Run 1, register map, names as in the netlist:
Scale bar: 50 um. Other sequential cells in the stronger gray, the rest of the logic in the fainter gray.
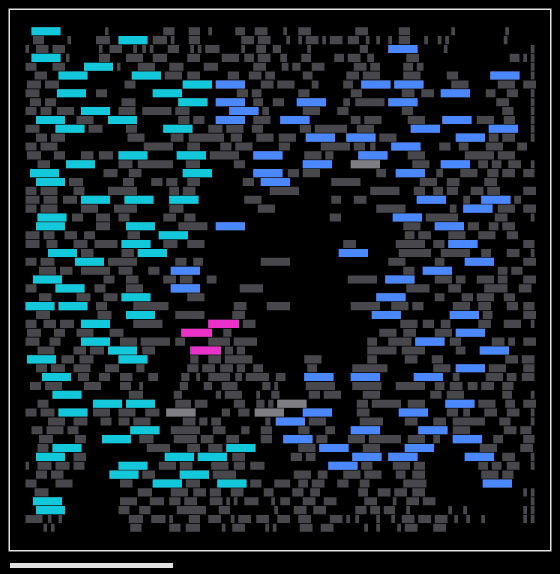
Run 1, the clock network:
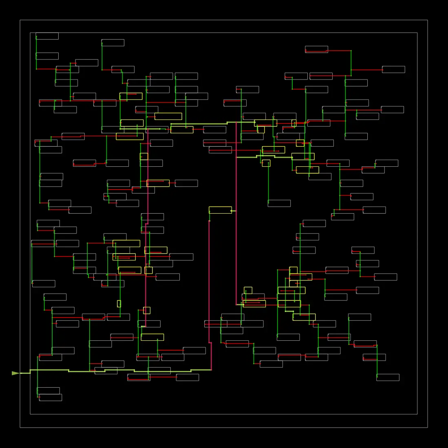
Run 1, metal layers overlaid:
Scale bar: 50 um. Two of the layers only.
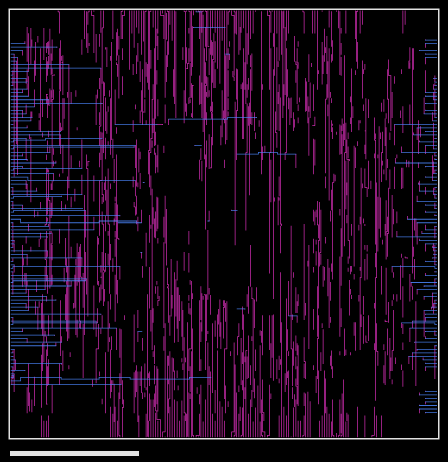
<file path="config.mk">
export PLATFORM = sky130hd
export DESIGN_NAME = csr_trap_sequencer
export DESIGN_NICKNAME = d
export VERILOG_FILES = /design/src/rtl/csr_trap_sequencer.sv
export SDC_FILE = /design/constraint.sdc
export NUM_CORES = 1
export LEC_CHECK = 0
export CAP_MARGIN = 20
export CELL_PAD_IN_SITES_DETAIL_PLACEMENT = 1
export CELL_PAD_IN_SITES_GLOBAL_PLACEMENT = 1
export CORE_MARGIN = 4
export CORE_UTILIZATION = 25
export DETAILED_ROUTE_END_ITERATION = 8
export PLACE_DENSITY_LB_ADDON = 0.1
export SETUP_SLACK_MARGIN = 0.05
export SLEW_MARGIN = 20
export SYNTH_ARGS = -nofsm -noshare
export SYNTH_HDL_FRONTEND = slang
export SYNTH_SLANG_ARGS = --single-unit
</file>
<file path="constraint.sdc">
create_clock -name clock -period 1.7 [get_ports clock]
set_clock_uncertainty 0.05 [all_clocks]
set_input_delay 0.34 -clock clock [delete_from_list [all_inputs] [get_ports clock]]
set_output_delay 0.34 -clock clock [all_outputs]
set_load 0.02 [all_outputs]
</file>
<file path="src/rtl/csr_trap_sequencer.sv">
// Machine-mode trap sequencer: saves mepc/mcause on ecall or timer interrupt, fetches
// mtvec/mepc from the CSR file and hands the new fetch PC to the front end.
module csr_trap_sequencer #(
    parameter int unsigned      XLEN        = 64,
    parameter logic [XLEN-1:0]  ECALL_CAUSE = XLEN'(11),
    parameter logic [XLEN-1:0]  TIMER_CAUSE = {1'b1, {(XLEN - 4){1'b0}}, 3'd7}
) (
    input  logic            clock,
    input  logic            reset,
    input  logic            commit_valid,
    input  logic [XLEN-1:0] commit_pc,
    input  logic            commit_ecall,
    input  logic            commit_mret,
    input  logic            timer_interrupt,
    input  logic [XLEN-1:0] csr_rdata,
    output logic            csr_ren,
    output logic [11:0]     csr_raddr,
    output logic            csr_wen1,
    output logic [11:0]     csr_waddr1,
    output logic [XLEN-1:0] csr_wdata1,
    output logic            csr_wen2,
    output logic [11:0]     csr_waddr2,
    output logic [XLEN-1:0] csr_wdata2,
    output logic            csr_ecall,
    output logic            csr_mret,
    output logic            handle_timer_intr,
    output logic            busy,
    output logic            flush,
    output logic            redirect_valid,
    output logic [XLEN-1:0] redirect_pc,
    input  logic            redirect_ready
);

    localparam logic [11:0] AddrMtvec  = 12'h305;
    localparam logic [11:0] AddrMepc   = 12'h341;
    localparam logic [11:0] AddrMcause = 12'h342;

    typedef enum logic [2:0] {
        StIdle,
        StSave,
        StLoadTvec,
        StLoadEpc,
        StRedirect
    } state_e;

    state_e          state_q, state_d;
    logic            busy_q, busy_d;
    logic            intr_q, intr_d;
    logic [XLEN-1:0] epc_q, epc_d;
    logic [XLEN-1:0] cause_q, cause_d;
    logic [XLEN-1:0] redirect_pc_q, redirect_pc_d;

    logic evt_intr, evt_ecall, evt_mret, evt_any;
    logic [XLEN-1:0] rdata_aligned;
    logic unused_rdata_lsbs;

    // Priority: timer interrupt > ecall > mret; nothing is taken without commit_valid.
    assign evt_intr  = commit_valid & timer_interrupt;
    assign evt_ecall = commit_valid & commit_ecall & ~timer_interrupt;
    assign evt_mret  = commit_valid & commit_mret & ~commit_ecall & ~timer_interrupt;
    assign evt_any   = evt_intr | evt_ecall | evt_mret;

    // Direct mode only: MODE bits of mtvec (and low bits of mepc) are dropped.
    assign rdata_aligned     = {csr_rdata[XLEN-1:2], 2'b00};
    assign unused_rdata_lsbs = ^csr_rdata[1:0];

    always_ff @(posedge clock or negedge reset) begin
        if (!reset) begin
            state_q       <= StIdle;
            busy_q        <= 1'b0;
            intr_q        <= 1'b0;
            epc_q         <= '0;
            cause_q       <= '0;
            redirect_pc_q <= '0;
        end else begin
            state_q       <= state_d;
            busy_q        <= busy_d;
            intr_q        <= intr_d;
            epc_q         <= epc_d;
            cause_q       <= cause_d;
            redirect_pc_q <= redirect_pc_d;
        end
    end

    always_comb begin
        state_d       = state_q;
        busy_d        = busy_q;
        intr_d        = intr_q;
        epc_d         = epc_q;
        cause_d       = cause_q;
        redirect_pc_d = redirect_pc_q;
        unique case (state_q)
            StIdle: begin
                if (evt_intr || evt_ecall) begin
                    epc_d   = commit_pc;
                    cause_d = evt_intr ? TIMER_CAUSE : ECALL_CAUSE;
                    intr_d  = evt_intr;
                    busy_d  = 1'b1;
                    state_d = StSave;
                end else if (evt_mret) begin
                    busy_d  = 1'b1;
                    state_d = StLoadEpc;
                end
            end
            StSave: begin
                state_d = StLoadTvec;
            end
            StLoadTvec, StLoadEpc: begin
                redirect_pc_d = rdata_aligned;
                state_d       = StRedirect;
            end
            StRedirect: begin
                if (redirect_ready) begin
                    busy_d  = 1'b0;
                    state_d = StIdle;
                end
            end
            default: begin
                busy_d  = 1'b0;
                state_d = StIdle;
            end
        endcase
    end

    always_comb begin
        csr_ren           = 1'b0;
        csr_raddr         = '0;
        csr_wen1          = 1'b0;
        csr_waddr1        = '0;
        csr_wdata1        = '0;
        csr_wen2          = 1'b0;
        csr_waddr2        = '0;
        csr_wdata2        = '0;
        csr_ecall         = 1'b0;
        csr_mret          = 1'b0;
        handle_timer_intr = 1'b0;
        redirect_valid    = 1'b0;
        flush             = 1'b0;
        unique case (state_q)
            StIdle: begin
                // Gated by reset so that flush is also quiet while reset is held.
                flush = evt_any & reset;
            end
            StSave: begin
                csr_wen1          = 1'b1;
                csr_waddr1        = AddrMepc;
                csr_wdata1        = epc_q;
                csr_wen2          = 1'b1;
                csr_waddr2        = AddrMcause;
                csr_wdata2        = cause_q;
                handle_timer_intr = intr_q;
                csr_ecall         = ~intr_q;
            end
            StLoadTvec: begin
                csr_ren   = 1'b1;
                csr_raddr = AddrMtvec;
            end
            StLoadEpc: begin
                csr_ren   = 1'b1;
                csr_raddr = AddrMepc;
                csr_mret  = 1'b1;
            end
            StRedirect: begin
                redirect_valid = 1'b1;
            end
            default: begin
                flush = 1'b0;
            end
        endcase
    end

    assign busy        = busy_q;
    assign redirect_pc = redirect_pc_q;

endmodule

</file>
==> CHANGELOG.md, run 1 <==
### Changed

- Status: finished, violations left
- Failing checks: setup timing
- Clock network power: 3950 uW
- Min Tclk post-route: 2160 ps
- Cells on Worst Hold Path: 1
- Hold Violations, Final: 0
- Hold Path End: busy
- Most frequent logic cells in the routed design: clkdlybuf4s50_1, dfrtp_1, buf_6
- Clock-cell share: 0.0553
- Max reg flops: between 60 and 70
- Metal3 WL: 2030 um
- Asr flop ratio synth: 1.00
- Syn Inst Count: between 400 and 500
- Critical path origin: state_q[2]
- Worst path slowest cell: dfrtp_2
- Largest net degree at the start of global routing: 116
- Nonclk inv count: 1
- Tapcells: roughly 320
- Origin of the critical flop-to-flop path: state_q[2]
- Dpl cell area: 9180 um2
- Row Count: 57
- Drt first pass iters: 4
- Gpl congestion: around 0.74
- CTS H-tree lvls: 4
- CTS tree: built
- OpenROAD warnings: 33
- Top cell category: buffers
- Post-CTS setup buffers: 13
- Logic area: 2840 um2
- # hold bufs at CTS: 2
- Int Pwr: 14,300 uW
- Initial Utilization: 0.255
- Combinational share of cell area: 0.249
- Post-cts resize count: a little under 400
- Seq pwr: approximately 5800 uW
- Worst Path Required: 1310 ps
- Die area: 27,400 um2
- Number of enable flip-flop cells: 0
- Max Used Layer: met5
- Sequential Power Share: 0.264
- Synth-to-layout area growth: 83.4%
- Synth Area in Adders: 0
- Top FF cell, synth: dfrtp_1
- Longest Clk Path Bufs: 2
- Vias in the first global route: between 5,000 and 6,000
- Finished Layout Cells: between 1,000 and 1,500
- Cell taking the most area after synthesis: dfrtp_1
- First-pass GRT wire length: a little over 30,000 um
- Worst R2R End: epc_q[10]
- Gate power share: 0.555
- Max Clock Freq: 462 MHz
- Critical path depth in cells: 6
- # clk buffers: 18
- Cell area after layout: 11,400 um2
- Buf+Inv Stages, Crit Path: 4
- Synth warnings: 0
- Wire per inst: 20.0 um
- CP endpoint: csr_wdata2[1]
- Met2 Wirelength: 11,800 um
- Global route hottest layer: met2
- XOR/XNOR Area Share: 0
- Antenna Diode Count: 0
- Die span in y: around 170 um
- Worst setup EP type: output pin
- Switch Pwr: 7440 uW
- FF-to-FF path depth: 8
- Max rail drop VDD: about 0.8 mV
- Buffering overhead: 0.367
- Hold wc startpoint: busy
- Max_cap viols: 0
- NumNets Final: 936
- CP Cell Sequence: nor3b_4, buf_6, buf_12, and2_4, buf_6, buf_6
- Setup WS post-layout: -464 ps
- Reg area: between 3000 and 4000 um2
- Total power: 21,800 uW
- Critical setup path kind: reg -> out
- Placed Instances: between 1,000 and 1,500
- Cell count listed in synth_stat.txt: 470
- Synthesized cell area: 6210 um2
- Logic power comb: 12,100 uW
- WHS: 450 ps
- Final antenna-violating net count: 0
- PwrDens: 1910 nW/um2
- Pins Over Slew Limit: 0
- Layout cells sized above 1: 0.461
- Delay-heaviest family, CP: buffers and inverters
- Fin util: 0.467
- Most used cell, CP: buf_6
- Slew HR: 0.421
- CTS Root Buffer Type: clkbuf_16
- Met2 usage: 0.247
- Core Area: 24,400 um2
- Initial antenna violation count: 1
- Initial DRC count: 124
- Worst Path Max Fanout: 5
- Hpwl dp: 14,000 um
- Worst Max-Slew Pin Slew: 866 ps
- Top cells by count: dfrtp_1, buf_4, mux2_2
- TNS Setup: -57,940 ps
- Register share after synthesis: 0.536
- Top cell excl fill/tap: clkdlybuf4s50_1
- Vias after detailed routing: 4,564
- Pwr top: combinational logic
- Metal-1 WL: 8630 um
- AO/OA Area Share: 0.00906
- Synth unique cells: 25
- Final worst-path cycle share: 1.27
- Setup violations, final: 187
- Hold Path Class: reg -> reg
- Logic family by area: multiplexers
- Largest stage delay, worst path: 430 ps
- Register-to-register setup slack: -400 ps
- Sink Count: between 100 and 150
- Startpoint class of the critical path: flop
- Yosys reg bits: 133
- Routing usage on met3: 0.0691
- Clk slew on worst S/H paths: around 60 ps
- Leakage: ~0.0057 uW
- Top cell area share: 0.536
- RSZ-0062 raised after global routing: yes
- Synth area leaders: dfrtp_1, mux2_2, buf_4, mux2_1, and2_1
- Mi-comb count: 298
- Synth mux share: 0.228
- Via/cell ratio: 4.01
- Nonclk buf count: 350
- Net Sw Frac: 0.341
- Synth Area in Simple Gates: 0.0838
- Number of port buffers: 285
- Synthesized area per cell: 13.2 um2
- YS chip area: 6210 um2
- Chip width: around 170 um
- Detailed-route DRC error count: 0
Back to the opening pictures, 'register map, names as in the netlist':
[epc_q] blue | flops: 64
[redirect_pc] cyan | flops: 62
[state_q] magenta | flops: 3
not colored: 4

Back to the opening pictures, 'the clock network':
CTS Buf Count: 17
sequential cell count: 133
worst-skew pair later-pin latency: 410 ps

Back to the opening pictures, 'metal layers overlaid':
[M2] magenta | wire length: 11,800 um
[M3] blue | wire length: 2,030 um

==> run 2: changes to the inputs <==
--- a/config.mk
+++ b/config.mk
@@ -8,7 +8,6 @@
 export CAP_MARGIN = 20
 export CELL_PAD_IN_SITES_DETAIL_PLACEMENT = 1
 export CELL_PAD_IN_SITES_GLOBAL_PLACEMENT = 1
-export CORE_MARGIN = 4
 export CORE_UTILIZATION = 25
 export DETAILED_ROUTE_END_ITERATION = 8
 export PLACE_DENSITY_LB_ADDON = 0.1
Run 2, register map, names as in the netlist:
Scale bar: 50 um. Other sequential cells in the stronger gray, the rest of the logic in the fainter gray.
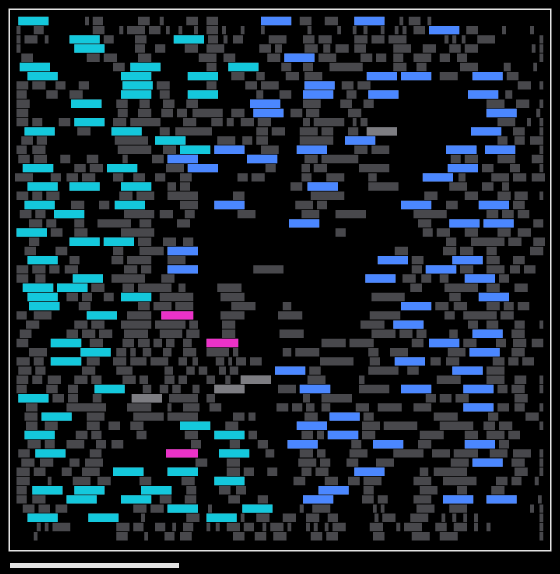
[state_q] magenta | flops: 3
[redirect_pc] cyan | flops: 62
[epc_q] blue | flops: 64
not colored: 4

==> CHANGELOG.md, run 2 <==
### Changed

- Status: finished, violations left
- Failing checks: setup timing
- Longest Clk Path Bufs: 2
- Critical path depth in cells: 5
- Initial antenna violation count: 0
- Clock-cell share: 0.0509
- Core Area: around 24,000 um2
- Final antenna-violating net count: 0
- Clock network power: 3640 uW
- CTS Root Buffer Type: clkbuf_16
- Hpwl dp: 12,900 um
- # clk buffers: 19
- Synth Area in Adders: 0
- Net Sw Frac: 0.346
- Combinational share of cell area: 0.239
- Delay-heaviest family, CP: simple AND/OR/NAND/NOR gates
- Global route hottest layer: met2
- Routing usage on met3: 0.0704
- Pins Over Slew Limit: 0
- Syn Inst Count: 470
- Logic family by area: multiplexers
- Register share after synthesis: 0.536
- Reg area: 3330 um2
- Synth unique cells: 25
- Synthesized cell area: 6210 um2
- Cell taking the most area after synthesis: dfrtp_1
- PwrDens: 1900 nW/um2
- Vias in the first global route: 5,224
- Top FF cell, synth: dfrtp_1
- Post-CTS setup buffers: 30
- Worst path slowest cell: dfrtp_2
- Worst Path Required: 1310 ps
- Yosys reg bits: 133
- XOR/XNOR Area Share: 0
- Row Count: 57
- Met2 usage: 0.294
- NumNets Final: 949
- Top cells by count: dfrtp_1, buf_4, mux2_2
- Critical path origin: state_q[1]
- Synth mux share: 0.228
- Initial DRC count: 95
- Worst setup EP type: output pin
- Max Used Layer: met4
- Synth-to-layout area growth: 81.6%
- Fin util: 0.464
- Largest net degree at the start of global routing: approximately 130
- Gate power share: 0.564
- Synthesized area per cell: 13.2 um2
- # hold bufs at CTS: 0
- Top cell excl fill/tap: clkdlybuf4s50_1
- Buffering overhead: 0.378
- FF-to-FF path depth: 9
- Worst-skew pair later-pin latency: ~410 ps
- Sequential cell count: roughly 130
- Min Tclk post-route: between 2000 and 2500 ps
- First-pass GRT wire length: 32,700 um
- Worst Path Max Fanout: 3
- Asr flop ratio synth: 1.00
- Sequential Power Share: 0.265
- CP Cell Sequence: buf_4, nor4b_4, o31a_1, and2_4, buf_6
- Setup WS post-layout: -471 ps
- Metal3 WL: 2010 um
- Buf+Inv Stages, Crit Path: 2
- Pwr top: combinational logic
- Most frequent logic cells in the routed design: clkdlybuf4s50_1, dfrtp_1, conb_1, buf_6, mux2_2
- YS chip area: slightly above 6000 um2
- Fill cells: 2,527
- Met2 Wirelength: 10,800 um
- Max rail drop VDD: 0.780 mV
- Largest stage delay, worst path: 430 ps
- Slew HR: 0.500
- Hold Violations, Final: 0
- Post-cts resize count: 684
- Register-to-register setup slack: -430 ps
- Startpoint class of the critical path: flop
- Finished Layout Cells: between 1,000 and 1,500
- Die span in y: 160 um
- Initial Utilization: 0.255
- Nonclk inv count: 1
- Metal-1 WL: between 8000 and 9000 um
- Placed Instances: 1,060
- Cell count listed in synth_stat.txt: between 400 and 500
- Worst Max-Slew Pin Slew: 750 ps
- Final worst-path cycle share: 1.28
- Leakage: 0.00520 uW
- WHS: 5.45 ps
- Vias after detailed routing: 4,615
- Dpl cell area: around 9200 um2
- Drt first pass iters: 4
- Synth area leaders: dfrtp_1, mux2_2, buf_4, mux2_1, and2_1
- AO/OA Area Share: 0.00906
- Max reg flops: approximately 64
- Switch Pwr: 7410 uW
- Hold Path Class: in -> async
- Nonclk buf count: between 300 and 400
- CTS H-tree lvls: 4
- Wire per inst: 18.6 um
- Max Clock Freq: roughly 460 MHz
- Clk slew on worst S/H paths: 60 ps
- Total power: 21,400 uW
- Seq pwr: 5670 uW
- Gpl congestion: 0.719
- Setup violations, final: between 200 and 250
- Synth Area in Simple Gates: 0.0838
- Top cell area share: 0.536
- Logic power comb: 12,100 uW
- Tapcells: 324
- Top cell category: buffers
- Number of port buffers: between 200 and 300
- Worst R2R End: epc_q[12]
- Int Pwr: 14,000 uW
- Mi-comb count: 298
- CTS tree: built
- OpenROAD warnings: 33
- Logic area: 2700 um2
- Synth warnings: 0
- Via/cell ratio: 4.01
- Critical setup path kind: reg -> out
- CTS Buf Count: 17
- Number of enable flip-flop cells: 0
- TNS Setup: -74,150 ps
- Sink Count: 133
- Chip width: roughly 160 um
- Detailed-route DRC error count: 0
- CP endpoint: flush
Run 2, clock wires, drivers and flops:
Scale bar: 50 um.
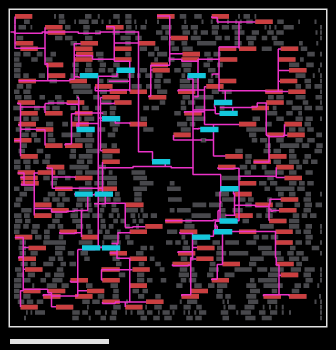
[clock-net drivers] cyan | count: 17
[clock wires] magenta | length: 2,160 um
[flip-flops] red | count: 133
flops lie: all over the die
routed clock nets: 18

==> run 3: changes to the inputs <==
--- a/config.mk
+++ b/config.mk
@@ -8,7 +8,8 @@
 export CAP_MARGIN = 20
 export CELL_PAD_IN_SITES_DETAIL_PLACEMENT = 1
 export CELL_PAD_IN_SITES_GLOBAL_PLACEMENT = 1
-export CORE_UTILIZATION = 25
+export CORE_UTILIZATION = 26
+export CTS_BUF_LIST = sky130_fd_sc_hd__clkbuf_8
 export DETAILED_ROUTE_END_ITERATION = 8
 export PLACE_DENSITY_LB_ADDON = 0.1
 export SETUP_SLACK_MARGIN = 0.05
Run 3, clock wires, drivers and flops:
Scale bar: 50 um.
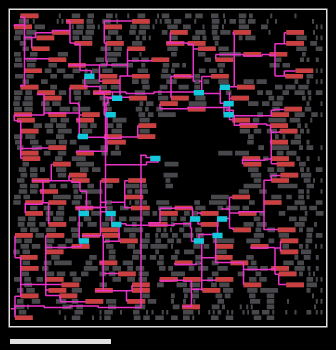
[clock-net drivers] cyan | count: 17
[clock wires] magenta | length: 1,990 um
[flip-flops] red | count: 133
flops lie: all over the die
routed clock nets: 18

==> CHANGELOG.md, run 3 <==
### Changed

- Status: finished, violations left
- Failing checks: setup timing
- Sequential cell count: 133
- Synth warnings: 0
- Synthesized cell area: ~6200 um2
- Drt first pass iters: 4
- Synthesized area per cell: 13.2 um2
- Max rail drop VDD: ~0.74 mV
- Most frequent logic cells in the routed design: clkdlybuf4s50_1, dfrtp_1, mux2_4
- Top FF cell, synth: dfrtp_1
- Logic power comb: 11,600 uW
- Int Pwr: approximately 13,000 uW
- Fill cells: 2,423
- Critical setup path kind: reg -> out
- Buffering overhead: 0.362
- Die area: 24,500 um2
- CTS Buf Count: 17
- Core Area: 23,500 um2
- Max_cap viols: 0
- Fin util: 0.465
- Nonclk buf count: 343
- Synth unique cells: 25
- Largest net degree at the start of global routing: 134
- Top cell area share: 0.536
- Routing usage on met3: 0.0728
- Asr flop ratio synth: 1.00
- Met2 Wirelength: between 10,000 and 15,000 um
- Pwr top: combinational logic
- Post-cts resize count: 474
- CTS tree: built
- CTS Root Buffer Type: clkbuf_8
- Seq pwr: between 5000 and 6000 uW
- Final worst-path cycle share: 1.25
- Initial antenna violation count: 0
- Synth-to-layout area growth: 75.6%
- # hold bufs at CTS: 1
- Initial Utilization: 0.265
- XOR/XNOR Area Share: 0
- Logic family by area: multiplexers
- # clk buffers: 17
- Origin of the critical flop-to-flop path: state_q[1]
- Metal3 WL: 2020 um
- Setup violations, final: approximately 220
- Vias in the first global route: 4,745
- Hold Path Class: reg -> reg
- TNS Setup: -58,110 ps
- Layout cells sized above 1: 0.436
- Startpoint class of the critical path: flop
- Buf+Inv Stages, Crit Path: 3
- Clock-cell share: 0.0403
- YS chip area: 6210 um2
- Final antenna-violating net count: 0
- Pins Over Slew Limit: 0
- Synth area leaders: dfrtp_1, mux2_2, buf_4, mux2_1, and2_1
- Metal-1 WL: between 7000 and 8000 um
- Hold Path End: cause_q[1]
- Top cells by count: dfrtp_1, buf_4, mux2_2
- Max Used Layer: met4
- Setup WS post-layout: -427 ps
- Global route hottest layer: met2
- Placed Instances: 1,057
- AO/OA Area Share: 0.00906
- Cells on Worst Hold Path: 1
- Hpwl dp: 12,900 um
- Gate power share: 0.573
- Post-CTS setup buffers: 9
- Worst Max-Slew Pin Slew: between 700 and 800 ps
- Synth Area in Adders: 0
- Detailed-route DRC error count: 0
- Net Sw Frac: 0.351
- RSZ-0062 raised after global routing: yes
- Top cell excl fill/tap: clkdlybuf4s50_1
- First-pass GRT wire length: 26,900 um
- NumNets Final: 929
- CTS H-tree lvls: 4
- Switch Pwr: 7080 uW
- Slew HR: 0.491
- Reg area: approximately 3300 um2
- Sink Count: 133
- Number of port buffers: 285
- OpenROAD warnings: 33
- Clock network power: 2950 uW
- Most used cell, CP: buf_6
- WHS: 440 ps
- Cell count listed in synth_stat.txt: about 470
- Delay-heaviest family, CP: buffers and inverters
- Yosys reg bits: 133
- Worst-skew pair later-pin latency: 420 ps
- FF-to-FF path depth: 7
Run 3, register map, names as in the netlist:
Scale bar: 50 um. Other sequential cells in the stronger gray, the rest of the logic in the fainter gray.
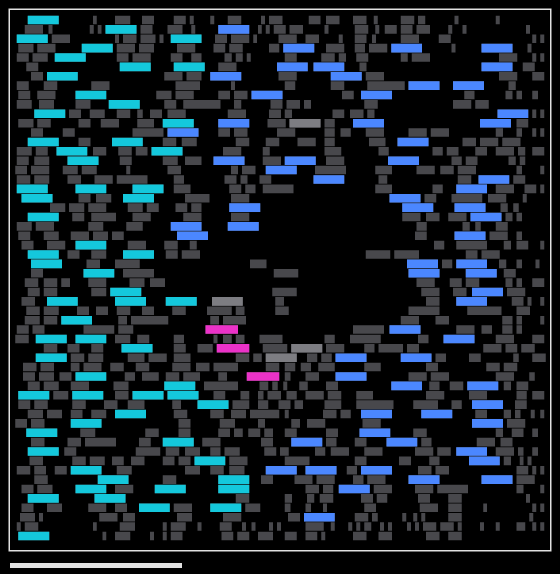
[state_q] magenta | flops: 3
[epc_q] blue | flops: 64
[redirect_pc] cyan | flops: 62
not colored: 4


==> notes/layouts.md <==
Pictures saved along the way, in no particular order.

Placed cells, one color a class.
Fill, decap, tap and diode cells in gray.
picture 1
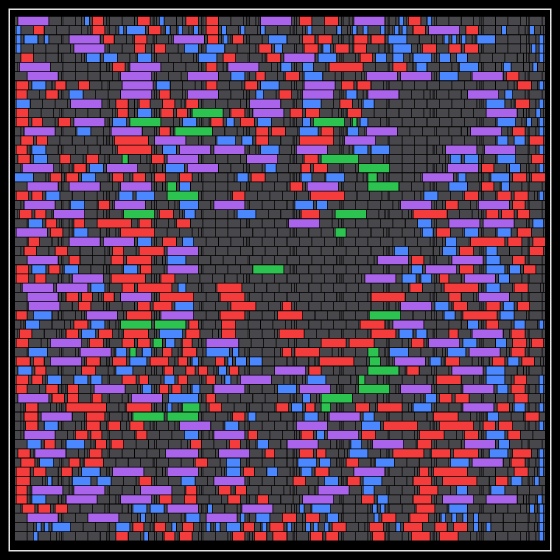
picture 2
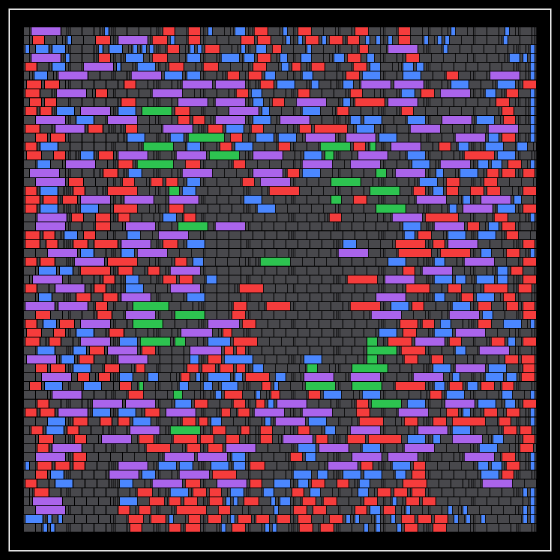
picture 3
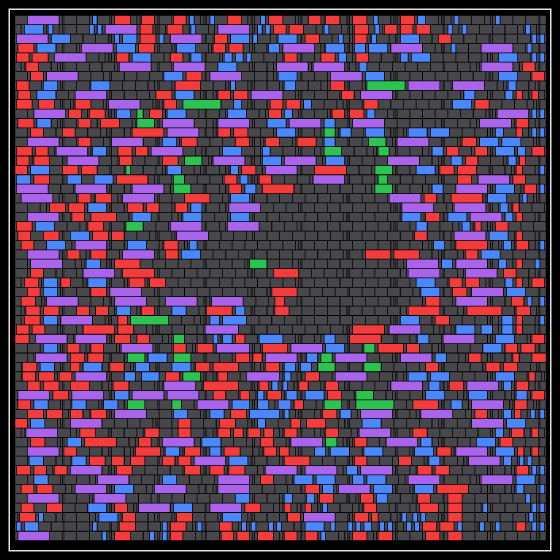
Picture 3 comes from run 3.
Picture 1 comes from run 2.
Picture 2 comes from run 1.

Key to picture 1:
[remaining logic cells] blue | cells: 299 | share of their area: 25%
[clock drivers and dummy loads] green | cells: 31 | share of their area: 5.3%
[remaining buffers and delay cells] red | cells: 363 | share of their area: 39%
[registers] purple | cells: 133 | share of their area: 31%

Power and IR drop assume default switching activity.
